--- config.mk ---
export PLATFORM = sky130hd
export DESIGN_NAME = multi_reaction_timer
export DESIGN_NICKNAME = d
export VERILOG_FILES = /design/src/rtl/reaction_pkg.sv /design/src/rtl/bcd_sat_counter.sv /design/src/rtl/multi_reaction_timer.sv
export SDC_FILE = /design/constraint.sdc
export NUM_CORES = 1
export LEC_CHECK = 0
export ABC_AREA = 1
export ABC_CLOCK_PERIOD_IN_PS = 1800
export CAP_MARGIN = 5
export CORE_MARGIN = 1.5
export CORE_UTILIZATION = 53
export CTS_BUF_LIST = sky130_fd_sc_hd__clkbuf_4
export CTS_CLUSTER_DIAMETER = 200
export CTS_CLUSTER_SIZE = 40
export DETAILED_ROUTE_END_ITERATION = 10
export PLACE_DENSITY = 0.78
export SYNTH_ARGS = -nofsm -noshare
export SYNTH_HDL_FRONTEND = slang
export SYNTH_SLANG_ARGS = --single-unit
--- constraint.sdc ---
create_clock -name ADC_CLK_10 -period 1.8 [get_ports ADC_CLK_10]
set_clock_uncertainty 0.05 [all_clocks]
set_input_delay 0.36 -clock ADC_CLK_10 [delete_from_list [all_inputs] [get_ports ADC_CLK_10]]
set_output_delay 0.36 -clock ADC_CLK_10 [all_outputs]
set_load 0.03 [all_outputs]
--- src/rtl/reaction_pkg.sv ---
// rtl/reaction_pkg.sv - shared types and constants for the reaction timer
package reaction_pkg;

    localparam int STATE_W = 2;

    typedef enum logic [STATE_W-1:0] {
        ST_IDLE = 2'd0,
        ST_WAIT = 2'd1,
        ST_GO   = 2'd2,
        ST_DONE = 2'd3
    } state_t;

    // All-9s BCD pattern for up to 16 digits; callers keep the low 4*digits bits.
    function automatic logic [63:0] bcd_nines(input int digits);
        logic [63:0] v;
        v = '0;
        for (int i = 0; i < 16; i++) begin
            if (i < digits) v[4*i +: 4] = 4'h9;
        end
        return v;
    endfunction

endpackage

--- src/rtl/bcd_sat_counter.sv ---
// rtl/bcd_sat_counter.sv - multi-digit BCD up-counter that sticks at all 9s
module bcd_sat_counter
    import reaction_pkg::*;
#(
    parameter int DIGITS = 5
) (
    input  logic                clk,
    input  logic                rst_n,
    input  logic                clear,
    input  logic                enable,
    output logic [4*DIGITS-1:0] count,
    output logic                sat
);

    localparam logic [63:0]         NINES_W = bcd_nines(DIGITS);
    localparam logic [4*DIGITS-1:0] NINES   = NINES_W[4*DIGITS-1:0];

    logic [4*DIGITS-1:0] cnt_q;
    logic [4*DIGITS-1:0] cnt_inc;
    logic                carry;

    // Ripple carry: a digit wraps 9->0 and passes the carry upward.
    always_comb begin
        cnt_inc = cnt_q;
        carry   = 1'b1;
        for (int d = 0; d < DIGITS; d++) begin
            if (carry) begin
                if (cnt_q[4*d +: 4] == 4'd9) begin
                    cnt_inc[4*d +: 4] = 4'd0;
                end else begin
                    cnt_inc[4*d +: 4] = cnt_q[4*d +: 4] + 4'd1;
                    carry             = 1'b0;
                end
            end
        end
    end

    assign sat   = (cnt_q == NINES);
    assign count = cnt_q;

    always_ff @(posedge clk or negedge rst_n) begin
        if (!rst_n) begin
            cnt_q <= '0;
        end else if (clear) begin
            cnt_q <= '0;
        end else if (enable && !sat) begin
            cnt_q <= cnt_inc;
        end
    end

endmodule

--- src/rtl/multi_reaction_timer.sv ---
// rtl/multi_reaction_timer.sv - N-player reaction timer with false-start and winner logic
module multi_reaction_timer
    import reaction_pkg::*;
#(
    parameter int                N_PLAYERS    = 2,
    parameter int                DIGITS       = 5,
    parameter int                TICK_DIV     = 10000,
    parameter int                LFSR_W       = 15,
    parameter logic [LFSR_W-1:0] LFSR_TAPS    = 15'h6000,
    parameter int                DELAY_MIN_MS = 1000,
    parameter int                DELAY_MASK   = 2047
) (
    input  logic                                         ADC_CLK_10,
    input  logic                                         RESET_N,
    input  logic                                         start,
    input  logic [N_PLAYERS-1:0]                         hit,
    output logic                                         go,
    output logic [STATE_W-1:0]                           state,
    output logic [N_PLAYERS*4*DIGITS-1:0]                result,
    output logic [N_PLAYERS-1:0]                         done,
    output logic [N_PLAYERS-1:0]                         false_start,
    output logic [((N_PLAYERS > 1) ? $clog2(N_PLAYERS) : 1)-1:0] winner,
    output logic                                         winner_valid
);

    localparam int RW    = 4 * DIGITS;
    localparam int WIN_W = (N_PLAYERS > 1) ? $clog2(N_PLAYERS) : 1;
    localparam int DLY_W = $clog2(DELAY_MIN_MS + DELAY_MASK + 1);
    localparam int PS_W  = (TICK_DIV > 1) ? $clog2(TICK_DIV) : 1;

    localparam logic [63:0]   NINES_W = bcd_nines(DIGITS);
    localparam logic [RW-1:0] NINES   = NINES_W[RW-1:0];

    state_t                    state_q, state_d;
    logic [LFSR_W-1:0]         lfsr_q;
    logic [PS_W-1:0]           presc_q;
    logic [DLY_W-1:0]          delay_q;
    logic [N_PLAYERS*RW-1:0]   result_q;
    logic [N_PLAYERS-1:0]      done_q;
    logic [N_PLAYERS-1:0]      fs_q;
    logic [WIN_W-1:0]          winner_q;
    logic                      winner_valid_q;

    logic                      tick;
    logic                      arm;
    logic                      go_entry;
    logic [RW-1:0]             ms_count;
    logic                      ms_sat;
    logic [N_PLAYERS-1:0]      valid_hit;
    logic [WIN_W-1:0]          first_idx;
    logic [DLY_W-1:0]          delay_load;

    assign tick       = (presc_q == PS_W'(TICK_DIV - 1));
    assign arm        = start && ((state_q == ST_IDLE) || (state_q == ST_DONE));
    assign go_entry   = (state_q == ST_WAIT) && (state_d == ST_GO);
    assign valid_hit  = hit & ~done_q;
    assign delay_load = DLY_W'(DELAY_MIN_MS) + DLY_W'(lfsr_q & LFSR_W'(DELAY_MASK));

    always_comb begin
        state_d = state_q;
        case (state_q)
            ST_IDLE: if (start) state_d = ST_WAIT;
            ST_WAIT: begin
                if (&done_q)                     state_d = ST_DONE;
                else if (tick && delay_q <= 1)   state_d = ST_GO;
            end
            ST_GO:   if ((&done_q) || ms_sat) state_d = ST_DONE;
            ST_DONE: if (start) state_d = ST_WAIT;
            default: state_d = ST_IDLE;
        endcase
    end

    // Lowest index wins when several players hit on the same edge.
    always_comb begin
        first_idx = '0;
        for (int i = N_PLAYERS - 1; i >= 0; i--) begin
            if (valid_hit[i]) first_idx = WIN_W'(i);
        end
    end

    always_ff @(posedge ADC_CLK_10 or negedge RESET_N) begin
        if (!RESET_N) begin
            state_q <= ST_IDLE;
            lfsr_q  <= LFSR_W'(1);
            presc_q <= '0;
            delay_q <= '0;
        end else begin
            state_q <= state_d;
            lfsr_q  <= {lfsr_q[LFSR_W-2:0], ^(lfsr_q & LFSR_TAPS)};
            if (arm || go_entry || tick) presc_q <= '0;
            else                         presc_q <= presc_q + PS_W'(1);
            if (arm)                                           delay_q <= delay_load;
            else if (state_q == ST_WAIT && tick && delay_q != 0) delay_q <= delay_q - DLY_W'(1);
        end
    end

    bcd_sat_counter #(
        .DIGITS (DIGITS)
    ) u_ms_counter (
        .clk    (ADC_CLK_10),
        .rst_n  (RESET_N),
        .clear  (arm || go_entry),
        .enable ((state_q == ST_GO) && tick),
        .count  (ms_count),
        .sat    (ms_sat)
    );

    always_ff @(posedge ADC_CLK_10 or negedge RESET_N) begin
        if (!RESET_N) begin
            result_q       <= '0;
            done_q         <= '0;
            fs_q           <= '0;
            winner_q       <= '0;
            winner_valid_q <= 1'b0;
        end else if (arm) begin
            result_q       <= '0;
            done_q         <= '0;
            fs_q           <= '0;
            winner_q       <= '0;
            winner_valid_q <= 1'b0;
        end else begin
            case (state_q)
                ST_WAIT: begin
                    for (int i = 0; i < N_PLAYERS; i++) begin
                        if (hit[i]) begin
                            fs_q[i]              <= 1'b1;
                            done_q[i]            <= 1'b1;
                            result_q[i*RW +: RW] <= NINES;
                        end
                    end
                end
                ST_GO: begin
                    // On saturation ms_count already holds all 9s, so laggards get full scale.
                    for (int i = 0; i < N_PLAYERS; i++) begin
                        if (!done_q[i] && (hit[i] || ms_sat)) begin
                            done_q[i]            <= 1'b1;
                            result_q[i*RW +: RW] <= ms_count;
                        end
                    end
                    if (!winner_valid_q && (|valid_hit)) begin
                        winner_q       <= first_idx;
                        winner_valid_q <= 1'b1;
                    end
                end
                default: ;
            endcase
        end
    end

    assign go           = (state_q == ST_GO);
    assign state        = state_q;
    assign result       = result_q;
    assign done         = done_q;
    assign false_start  = fs_q;
    assign winner       = winner_q;
    assign winner_valid = winner_valid_q;

endmodule

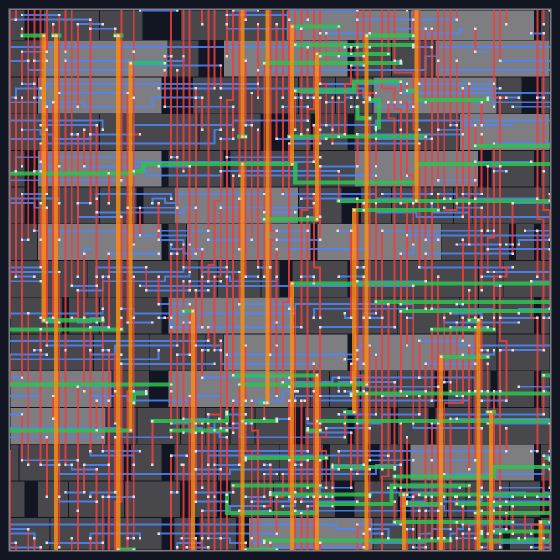
(images/closeup.png)
Window x 32 to 72, y 52 to 92 um. Cells in gray, sequential cells in the stronger gray; small squares are vias.
Key: red = M2; green = M3; blue = M1; orange = M4
Most frequent: dfrtp_1 (22), buf_4 (11). Sequential cells in the window: 22. 136 logic cells have their middle in the window. Netlist names of flops here include `result` (13), `u_ms_counter.count` (8).

==> Slide: Implementation Results <==
Implementation Results

Clocking
  • Post-CTS Resized: between 70 and 80
  • CTS tree: built
  • Cts hold-fix bufs: 1
  • Setup bufs post-CTS: 6
  • Clock H-tree levels: 3
  • # clock sinks: 109
  • CTS max path bufs: 2
  • Worst skew pair latency: 0.53 ns

Power
  • Largest vdd supply drop: ~0.9 mV
  • Switch Pwr: 6.63 mW
  • Clk pwr share: 9.9%
  • Net Sw Frac: 49.5%
  • Sequential Power Share: 25.9%
  • Total power: about 13 mW
  • Standby leakage power: 3.77 nW
  • Pwr Density: 1700 nW/um^2

Critical path
  • Maximum fanout along the worst path: 7
  • Crit path buf inv count: 2
  • Crit path DRT: 2.17 ns
  • Setup crit end kind: register
  • Worst reg2reg path startpoint: u_ms_counter.count[17]$_DFFE_PN0P_
  • Critical path origin: u_ms_counter.count[17]$_DFFE_PN0P_
  • Setup crit end: result[5]$_DFFE_PN0P_
  • Crit path arrival time: about 2.4 ns
  • CP Depth: 9
  • Most frequent cell on the critical path: nand3_4
  • Reg2reg end: result[5]$_DFFE_PN0P_
  • Crit-path cells: inv_2 > ha_4 > nand3_4 > nor3_4 > a21oi_4 > nand2_2 > nand3_4 > buf_8 > o31ai_2
  • Worst setup SP type: register
  • CP max stage delay: around 0.44 ns

Min path
  • Hold/Removal Path Class: in -> async

Final timing
  • Crit share post-route: 115%
  • Slew margin rel.: 69.4%
  • Max-slew violation count: 0
  • Worst-Margin Slew: 0.459 ns
  • Total negative setup slack: -12.46 ns
  • Final Setup Violations: 90
  • Worst setup margin: -0.265 ns
  • Final Hold Fails: 0
  • Max Clock Freq: 484 MHz

Layout
  • Post-Layout Inst Area: ~8000 um^2
  • Antenna Cells: 1
  • Area delta synth->final: 48.1%
  • Sequential fraction of total cell area: 34.6%
  • Non-clock buffer share: 18.5%
  • Fillcell total: 519
  • Finished Core Util: 80.8%
  • Top logic cells by instance count in the layout: dfrtp_1, nand2_1, buf_4
  • NumNets Final: 776
  • Finished Layout Cells: a little under 900
  • Flop area: 2730 um^2

Synth
  • YS warnings: 0
  • Distinct cells, synth: 36
  • Dominant flop cell: dfrtp_1
  • Yosys Instances: just over 600
  • Post-synth top area share: about 51%
  • Post-Syn Area per Cell: 8.80 um^2
  • Cell area leaders: dfrtp_1, nand2_1, nor2_1
  • Syn Std Cell Area: about 5300 um^2
  • Yosys Chip Area: between 5000 and 6000 um^2
  • EDFF count, synth: 0
  • Synthesized Nets: 628

Floorplanning
  • I/O pins: around 54
  • Die X: 103 um
  • Num rows: 36

Global routing
  • Remaining global-route overflow: 0
  • Initial antenna violation count: 1
  • Pin count of the biggest net entering global routing: just over 40
  • First-pass GRT wire length: 20700 um

Placement
  • Inst Count DP: approximately 850
  • RD Place Congestion: around 0.87
  • Final HPWL DP: between 9000 and 10000 um
  • Port bufs: 53

Drt
  • Drt drc: 0
  • Initial drt markers: 413

Status
  • Outcome: complete, but fails checks
  • Failing checks: negative setup slack

Flow run
  • Log Warnings: 36
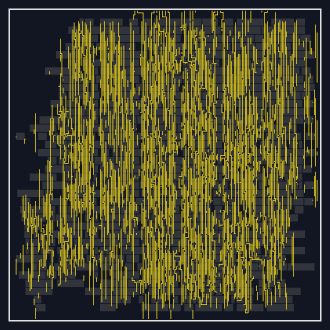
(images/m2.png)
(3 px per um)
The layer holds 51% of the routed length. The layer carries 9240 um of wire. The wires run mostly vertical.
routed via count: 5329
met2 Usage GRT: 41.7%
final wirelength: 18100 um

-- Yosys cell counts, types with 4 or more instances --
cell type  number
inv_2           7
clkbuf_1        9
nor3_1          4
o211ai_1        5
a21oi_1        33
nor2_1         75
o2111ai_1       4
ha_1           17
inv_1          57
dfrtp_1       108
xnor2_1         7
o21ai_0        21
nand3_1        35
xor2_1         20
nor2_2          8
o22ai_1         4
nand2_2         4
o31ai_1        32
nand4_1         5
nand2_1       117
buf_2          11
-- layer usage --
layer	track usage, %	vias to the layer above	part of all wire [%]
met5	0	-	0
met4	6.24	0	5.0
met3	6.12	98	7.7
met2	41.7	333	51
met1	33.2	2624	36
li1	-	2274	-
-- kinds of logic (layout without fill, tap and decap cells) --
group                      count (synthesis)  in the layout  synth area share, %
AOI/OAI and AO/OA                        104            104                 12.2
xor gates and xnor gates                  27             27                 4.43
adders and majority gates                 17             17                 3.99
buffers and inverters                     88            240                 6.64
DFF                                      109            109                 51.2
other                                      0              1                    0
and+or+nand+nor                          261            262                 21.6
-- registers in the layout, indices dropped and copies added (netlist names) --
register and count:
done 2, presc_q 14, winner 1, u_ms_counter.count 20, winner_valid 1, false_start 2
delay_q 12, state 2, lfsr_q 15, result 40
-- power by group through the flow --
| stage | clock network [mW] | registers, mW | logic (mW) |
|---|---|---|---|
| after CTS | 1.32 | 3.36 | 5.65 |
| final | 1.33 | 3.47 | 8.61 |
| after floorplan | 0 | 4.01 | 3.17 |
| after global routing | 1.43 | 3.50 | 9.02 |
| after detailed placement | 0 | 3.43 | 5.69 |
| after global placement | 0 | 3.40 | 5.51 |
Power and IR drop assume default switching activity.
